File: src/rtl/mem_arbiter.sv
// Two-client round-robin arbiter in front of a line-granular main memory.
// A client's line write followed by its line fill (dirty swap) is kept
// together: after a write the same client wins the next contended IDLE slot.
module mem_arbiter #(
  parameter int LINE_ADDR_LEN = 3,
  parameter int ADDR_LEN      = 9,
  parameter int CNT_LEN       = 16,
  localparam int LINE_SIZE    = 1 << LINE_ADDR_LEN
) (
  input  logic                clk,
  input  logic                rst,
  input  logic [ADDR_LEN-1:0] a_addr,
  input  logic                a_rd_req,
  input  logic                a_wr_req,
  input  logic [31:0]         a_wr_line [LINE_SIZE],
  output logic [31:0]         a_rd_line [LINE_SIZE],
  output logic                a_gnt,
  input  logic [ADDR_LEN-1:0] b_addr,
  input  logic                b_rd_req,
  input  logic                b_wr_req,
  input  logic [31:0]         b_wr_line [LINE_SIZE],
  output logic [31:0]         b_rd_line [LINE_SIZE],
  output logic                b_gnt,
  output logic [ADDR_LEN-1:0] mem_addr,
  output logic                mem_rd_req,
  output logic                mem_wr_req,
  output logic [31:0]         mem_wr_line [LINE_SIZE],
  input  logic [31:0]         mem_rd_line [LINE_SIZE],
  input  logic                mem_gnt,
  output logic                busy,
  output logic [CNT_LEN-1:0]  a_grant_cnt,
  output logic [CNT_LEN-1:0]  b_grant_cnt
);

  typedef enum logic [1:0] {S_IDLE, S_BUSY, S_DONE} state_t;

  state_t              state_q;
  logic                owner_b_q;   // 0 = A, 1 = B
  logic                op_wr_q;
  logic [ADDR_LEN-1:0] addr_q;
  logic [31:0]         wline_q [LINE_SIZE];
  logic                rr_b_q;      // round-robin pointer, 1 = B next
  logic                lock_vld_q;
  logic                lock_b_q;
  logic [CNT_LEN-1:0]  a_cnt_q, b_cnt_q;
  logic [31:0]         a_rdl_q [LINE_SIZE];
  logic [31:0]         b_rdl_q [LINE_SIZE];

  logic a_req, b_req, sel_vld, sel_b;
  logic in_busy, fin, rd_fin;

  assign a_req   = a_rd_req | a_wr_req;
  assign b_req   = b_rd_req | b_wr_req;
  assign sel_vld = a_req | b_req;
  assign in_busy = (state_q == S_BUSY);
  // mem_gnt only counts while a transaction is outstanding
  assign fin     = in_busy & mem_gnt;
  assign rd_fin  = fin & ~op_wr_q;

  // Client pick: the lone requester, else lock holder, else round-robin pointer
  always_comb begin
    sel_b = b_req;
    if (a_req && b_req) sel_b = lock_vld_q ? lock_b_q : rr_b_q;
  end

  // Arbitration FSM with transaction registers, counters and read-line copies
  always_ff @(posedge clk or negedge rst) begin
    if (!rst) begin
      state_q    <= S_IDLE;
      owner_b_q  <= 1'b0;
      op_wr_q    <= 1'b0;
      addr_q     <= '0;
      rr_b_q     <= 1'b0;
      lock_vld_q <= 1'b0;
      lock_b_q   <= 1'b0;
      a_cnt_q    <= '0;
      b_cnt_q    <= '0;
      for (int i = 0; i < LINE_SIZE; i++) begin
        wline_q[i] <= '0;
        a_rdl_q[i] <= '0;
        b_rdl_q[i] <= '0;
      end
    end else begin
      case (state_q)
        S_IDLE: begin
          // Any IDLE cycle either consumes the lock or finds its holder idle
          lock_vld_q <= 1'b0;
          if (sel_vld) begin
            state_q   <= S_BUSY;
            owner_b_q <= sel_b;
            op_wr_q   <= sel_b ? b_wr_req : a_wr_req;
            addr_q    <= sel_b ? b_addr : a_addr;
            for (int i = 0; i < LINE_SIZE; i++)
              wline_q[i] <= sel_b ? b_wr_line[i] : a_wr_line[i];
          end
        end
        S_BUSY: begin
          if (mem_gnt) begin
            state_q    <= S_DONE;
            rr_b_q     <= ~owner_b_q;
            lock_vld_q <= op_wr_q;
            lock_b_q   <= owner_b_q;
            if (!owner_b_q) begin
              if (a_cnt_q != {CNT_LEN{1'b1}}) a_cnt_q <= a_cnt_q + CNT_LEN'(1);
            end else begin
              if (b_cnt_q != {CNT_LEN{1'b1}}) b_cnt_q <= b_cnt_q + CNT_LEN'(1);
            end
            if (!op_wr_q) begin
              for (int i = 0; i < LINE_SIZE; i++) begin
                if (!owner_b_q) a_rdl_q[i] <= mem_rd_line[i];
                else            b_rdl_q[i] <= mem_rd_line[i];
              end
            end
          end
        end
        S_DONE:  state_q <= S_IDLE;
        default: state_q <= S_IDLE;
      endcase
    end
  end

  assign mem_rd_req  = in_busy & ~op_wr_q;
  assign mem_wr_req  = in_busy &  op_wr_q;
  assign mem_addr    = addr_q;
  assign mem_wr_line = wline_q;
  assign a_gnt       = fin & ~owner_b_q;
  assign b_gnt       = fin &  owner_b_q;
  assign busy        = (state_q != S_IDLE);
  assign a_grant_cnt = a_cnt_q;
  assign b_grant_cnt = b_cnt_q;

  // Returned lines pass straight through on the grant cycle, then hold
  always_comb begin
    for (int i = 0; i < LINE_SIZE; i++) begin
      a_rd_line[i] = (rd_fin && !owner_b_q) ? mem_rd_line[i] : a_rdl_q[i];
      b_rd_line[i] = (rd_fin &&  owner_b_q) ? mem_rd_line[i] : b_rdl_q[i];
    end
  end

endmodule
File: config.mk
export PLATFORM = sky130hd
export DESIGN_NAME = mem_arbiter
export DESIGN_NICKNAME = d
export VERILOG_FILES = /design/src/rtl/mem_arbiter.sv
export SDC_FILE = /design/constraint.sdc
export NUM_CORES = 2
export LEC_CHECK = 0
export CAP_MARGIN = 20
export CORE_AREA = 2 2 619 621
export DETAILED_ROUTE_END_ITERATION = 12
export DIE_AREA = 0 0 621 623
export GPL_ROUTABILITY_DRIVEN = 0
export GPL_TIMING_DRIVEN = 0
export PLACE_DENSITY = 0.31
export SLEW_MARGIN = 20
export SYNTH_ARGS = -nofsm -noshare
export SYNTH_HDL_FRONTEND = slang
export SYNTH_SLANG_ARGS = --single-unit
File: constraint.sdc
create_clock -name clk -period 2.18 [get_ports clk]
set_input_delay 0.218 -clock clk [delete_from_list [all_inputs] [get_ports clk]]
set_output_delay 0.218 -clock clk [all_outputs]
set_load 0.1 [all_outputs]
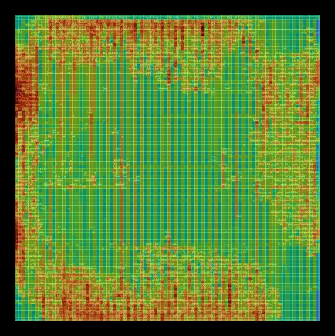
*Routing congestion map*
Util after Layout: 20.0%
WL per Instance: 28.4 um

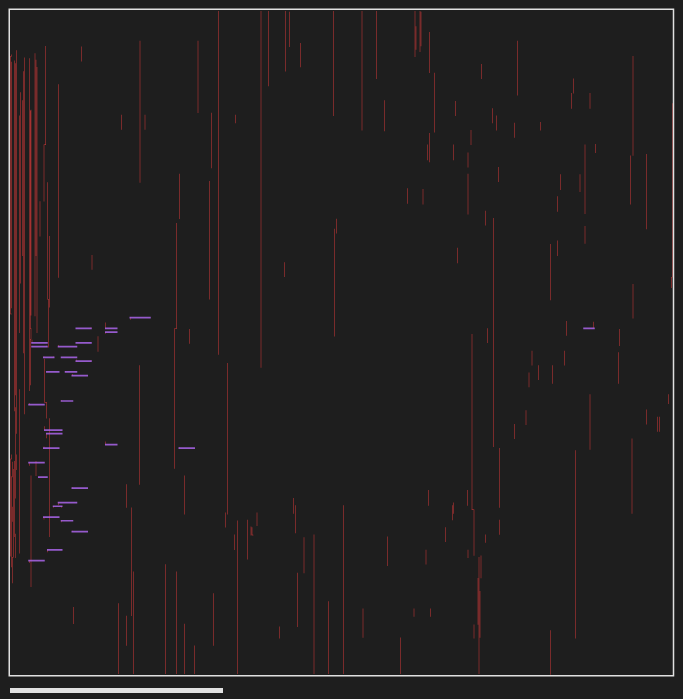
*Wiring by layer*
The bar under the picture is 200 um long. Two of the layers only.
Key: purple = met5 [wire length 406 um]; red = met4 [wire length 12,000 um]

==> impl_metrics.yaml <==
# physical design summary
critical_path:
  r2r-start: "state_q[0]"
  r2r_slack_ns: -0.76
  max_stage_delay_ns: 0.46
  critPathCaptureType: "primary output"
  crit_path_frequent_cell: "sky130_fd_sc_hd__buf_12"
  critPathLaunchType: "flip-flop"
  arrival_ns: 2.99
  worst_reg_to_reg_cells: 7
  critical_path.reg2reg.endpoint: "mem_wr_line[28]"
  crit_end: "b_rd_line[156]"
  cell_by_cell_listing_of_the_critical_path: "and3b_1 > buf_6 > nand3_4 > buf_12 > buf_16 > buf_12 > mux2_2 > buf_2"
route:
  dr_wl_met3_um: 18200
  detail_route.first_pass.iterations: 5
  final_antenna_net_count: 0
  drt_initial_violations: 1768
  routed-wl-met2_um: 166000
  highest-signal-layer: "met5"
  wl_met1_um: 111000
  avgViaCountPerCell: 3.40
  detail_route.wirelength_um: 308000
  dr_total_vias: 36900
  post_detailed_route_drc_marker_count: 0
clock_tree:
  clkLatencyLatePin_ns: 0.87
  register_clock_pin_slew_on_the_reported_worst_setup_and_hold_paths_ns: 0.06
  clockRootBuffer: "sky130_fd_sc_hd__clkbuf_16"
  cts_sinks: 816
  max-clock-path-buffers: 4
  htree_num_levels: 3
  cts.hold.buffers_added: 602
  tritoncts: "yes"
floorplan:
  number_of_top_level_design_ports: 1607
  design.die.area_um2: 387000
  core_util_floorplan_pct: 10.8
  chip_height_um: 623
sta:
  setup_viol: 1405
  worst_slack_ns: -1.03
  timing_max_transition_violations_final: 0
  hold_viol_final: 90
  holdWs_ns: -0.112
  setup_total_negative_slack_ns: -763.11
  worst_slew_pin_slew_ns: 1.17
  max_freq_mhz: 312
  fin_crit_ns: 3.21
  fin_crit_sh_pct: 147
  timing.max_slew.rel_slack_pct: 21.8
cells_and_area:
  layout.cells.most_common: "sky130_fd_sc_hd__clkdlybuf4s50_1"
  final_nets: 6467
  lay_top_cells: "sky130_fd_sc_hd__clkdlybuf4s50_1, sky130_fd_sc_hd__dfrtp_1, sky130_fd_sc_hd__mux2_2"
  fill_cells: 41700
  final_layout_size_suffix_gt1_share_pct: 36.6
  area_growth_pct: 84.8
global_route:
  grt.total_usage_pct: 15.3
  first_pass_grt_wire_length_um: 397000
  grt_overflow_total: 0
  antenna_found_initial: 129
logic_synthesis:
  synth.net_count: 4070
  synth-async-reset-ratio_pct: 100
  yosys_most_used_dff: "sky130_fd_sc_hd__dfrtp_1"
  synth_cell_types: 51
  synth_chip_area_um2: 41200
  yosysCellCount: 3275
  postSynthAreaPerCell_um2: 12.6
  synth_area_um2: 41200
  ys_seq_share_pct: 49.5
outcome:
  violations: "negative hold slack, negative setup slack"
  status: "finished with violations"
min_path:
  timing.hold.worst.class: "input port to asynchronous set/reset pin"
place:
  dp_hpwl_um: 253000
job:
  drv.max_cap_violation_count: 0
  warning_count: 45
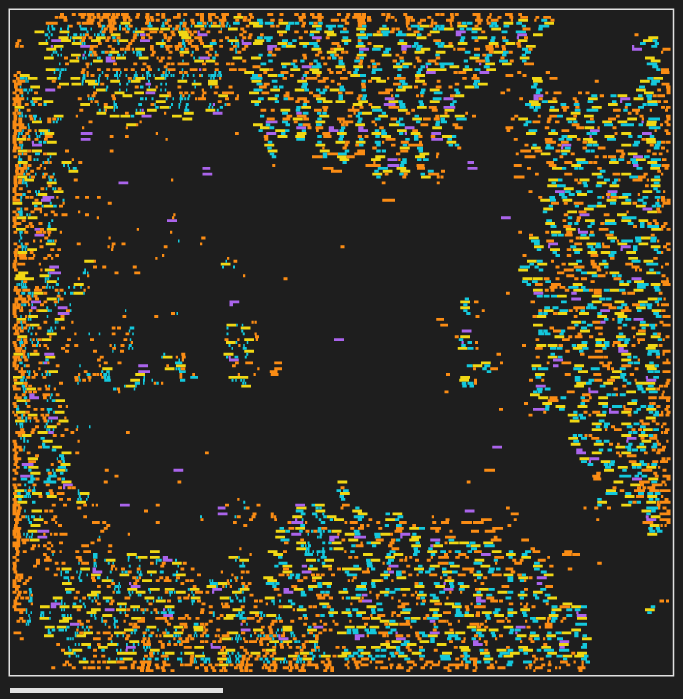
*Cells coloured by class*
The bar under the picture is 200 um long.
Key: yellow = flip-flops [cells 816, share of their area 29%]; purple = clock drivers and dummy loads [cells 220, share of their area 6.0%]; cyan = all other logic [cells 2,226, share of their area 27%]; orange = other buffers and delay cells [cells 2,507, share of their area 38%]
Layout Cell Area excl Fill: 76,200 um2
sequential share of cell area: 26.8%
row count: 227
core region area: 381,000 um2

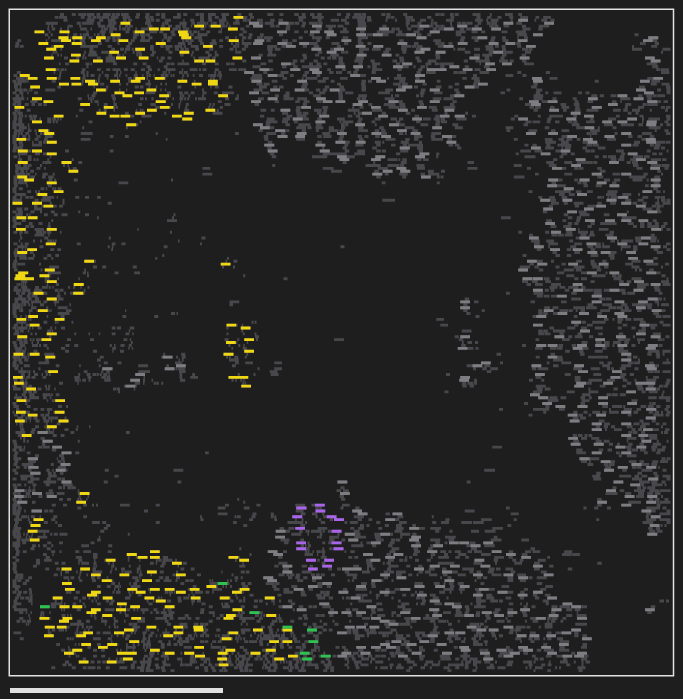
*Where the registers sit*
The bar under the picture is 200 um long.
Key: green = mem_addr [flops 9, where bottom middle]; yellow = mem_wr_line [flops 256]; purple = a_grant_cnt [flops 16, where bottom middle]

[critical path, delay by kind of cell (launching register included)]
family,cells,cell delay [ns]
buf+inv,5,1.11
flops,1,0.38
mux,1,0.22
simple gates,2,0.35
[routing by layer]
layer  track usage [%]  up-vias
met3              3.90      448
li1                  -    16400
met1              16.1    18700
met5                 0        -
met4              4.98       64
met2              29.2     1242
[layout make-up]
type | count | area [um2] | area share, %
Tap cell | 5038 | 6300 | 8.27
Timing Repair Buffer | 2274 | 23900 | 31.4
Inverter | 5 | 25.0 | 0.0328
Multi-Input combinational cell | 2221 | 18700 | 24.6
Clock inverter | 44 | 639 | 0.839
Sequential cell | 816 | 20400 | 26.8
Buffer | 233 | 2550 | 3.34
Clock buffer | 176 | 3550 | 4.67
Antenna cell | 32 | 80.1 | 0.105
[cells in the mapped netlist (all sizes together) (3+ instances only)]
master	n	share of area, %
dfrtp	816	50
mux2	1026	32
buf	200	5.0
and3	4	0.061
nor4b	3	0.079
and4	3	0.064
o21ai	7	0.094
xor2	26	0.55
nor4	6	0.14
nor3	7	0.085
inv	4	0.036
nand2	282	2.6
nand3	8	0.11
clkbuf	33	0.30
a21oi	538	6.5
nand4	12	0.20
nor2	280	2.6
[cell families after synthesis]
family / synth area share, %
AND/OR/NAND/NOR: 6.05
buffers and inverters: 5.37
adder cells (fa/ha/maj): 0.0607
XOR/XNOR: 0.595
flip-flops: 49.5
multiplexers: 31.7
AND-OR/OR-AND: 6.75
[how the worst min path moves through the flow]
stage | to | slack [ns]
global route | a_rdl_q[174] | -0.11
global placement | a_rdl_q[33] | 0.46
CTS | a_rdl_q[174] | -0.15
detailed placement | b_rdl_q[216] | 0.09
finish | a_rdl_q[174] | -0.11
floorplan | a_grant_cnt[0] | -0.08
[timing repair]
action,4_1_cts,5_1_grt
pin swaps,1,1
endpoints found under the setup margin,1516,1723
buffers inserted,22,12
endpoints found under the hold margin,911,111
resized,2868,800
gates cloned,6,18
[through the flow]
stage	setup WS, ns	cells	cell area (um2)	util (%)	hold slack [ns]
finish	-1.03	10800	76200	20.0	-0.112
global route	-1.16	10800	76200	20.0	-0.113
CTS	-1.24	10800	73100	19.2	-0.152
detailed placement	-2.19	9927	63300	16.6	0.0933
global placement	-47.54	9919	63600	16.7	0.464
floorplan	0.00250	3275	41200	-	-0.0776
[registers in the layout, indices dropped and copies added, names as in the netlist]
register     count
a_grant_cnt     16
a_rdl_q        256
b_grant_cnt     16
b_rdl_q        256
lock_b_q         1
lock_vld_q       1
mem_addr         9
mem_wr_line    256
op_wr_q          1
owner_b_q        1
rr_b_q           1
state_q          2
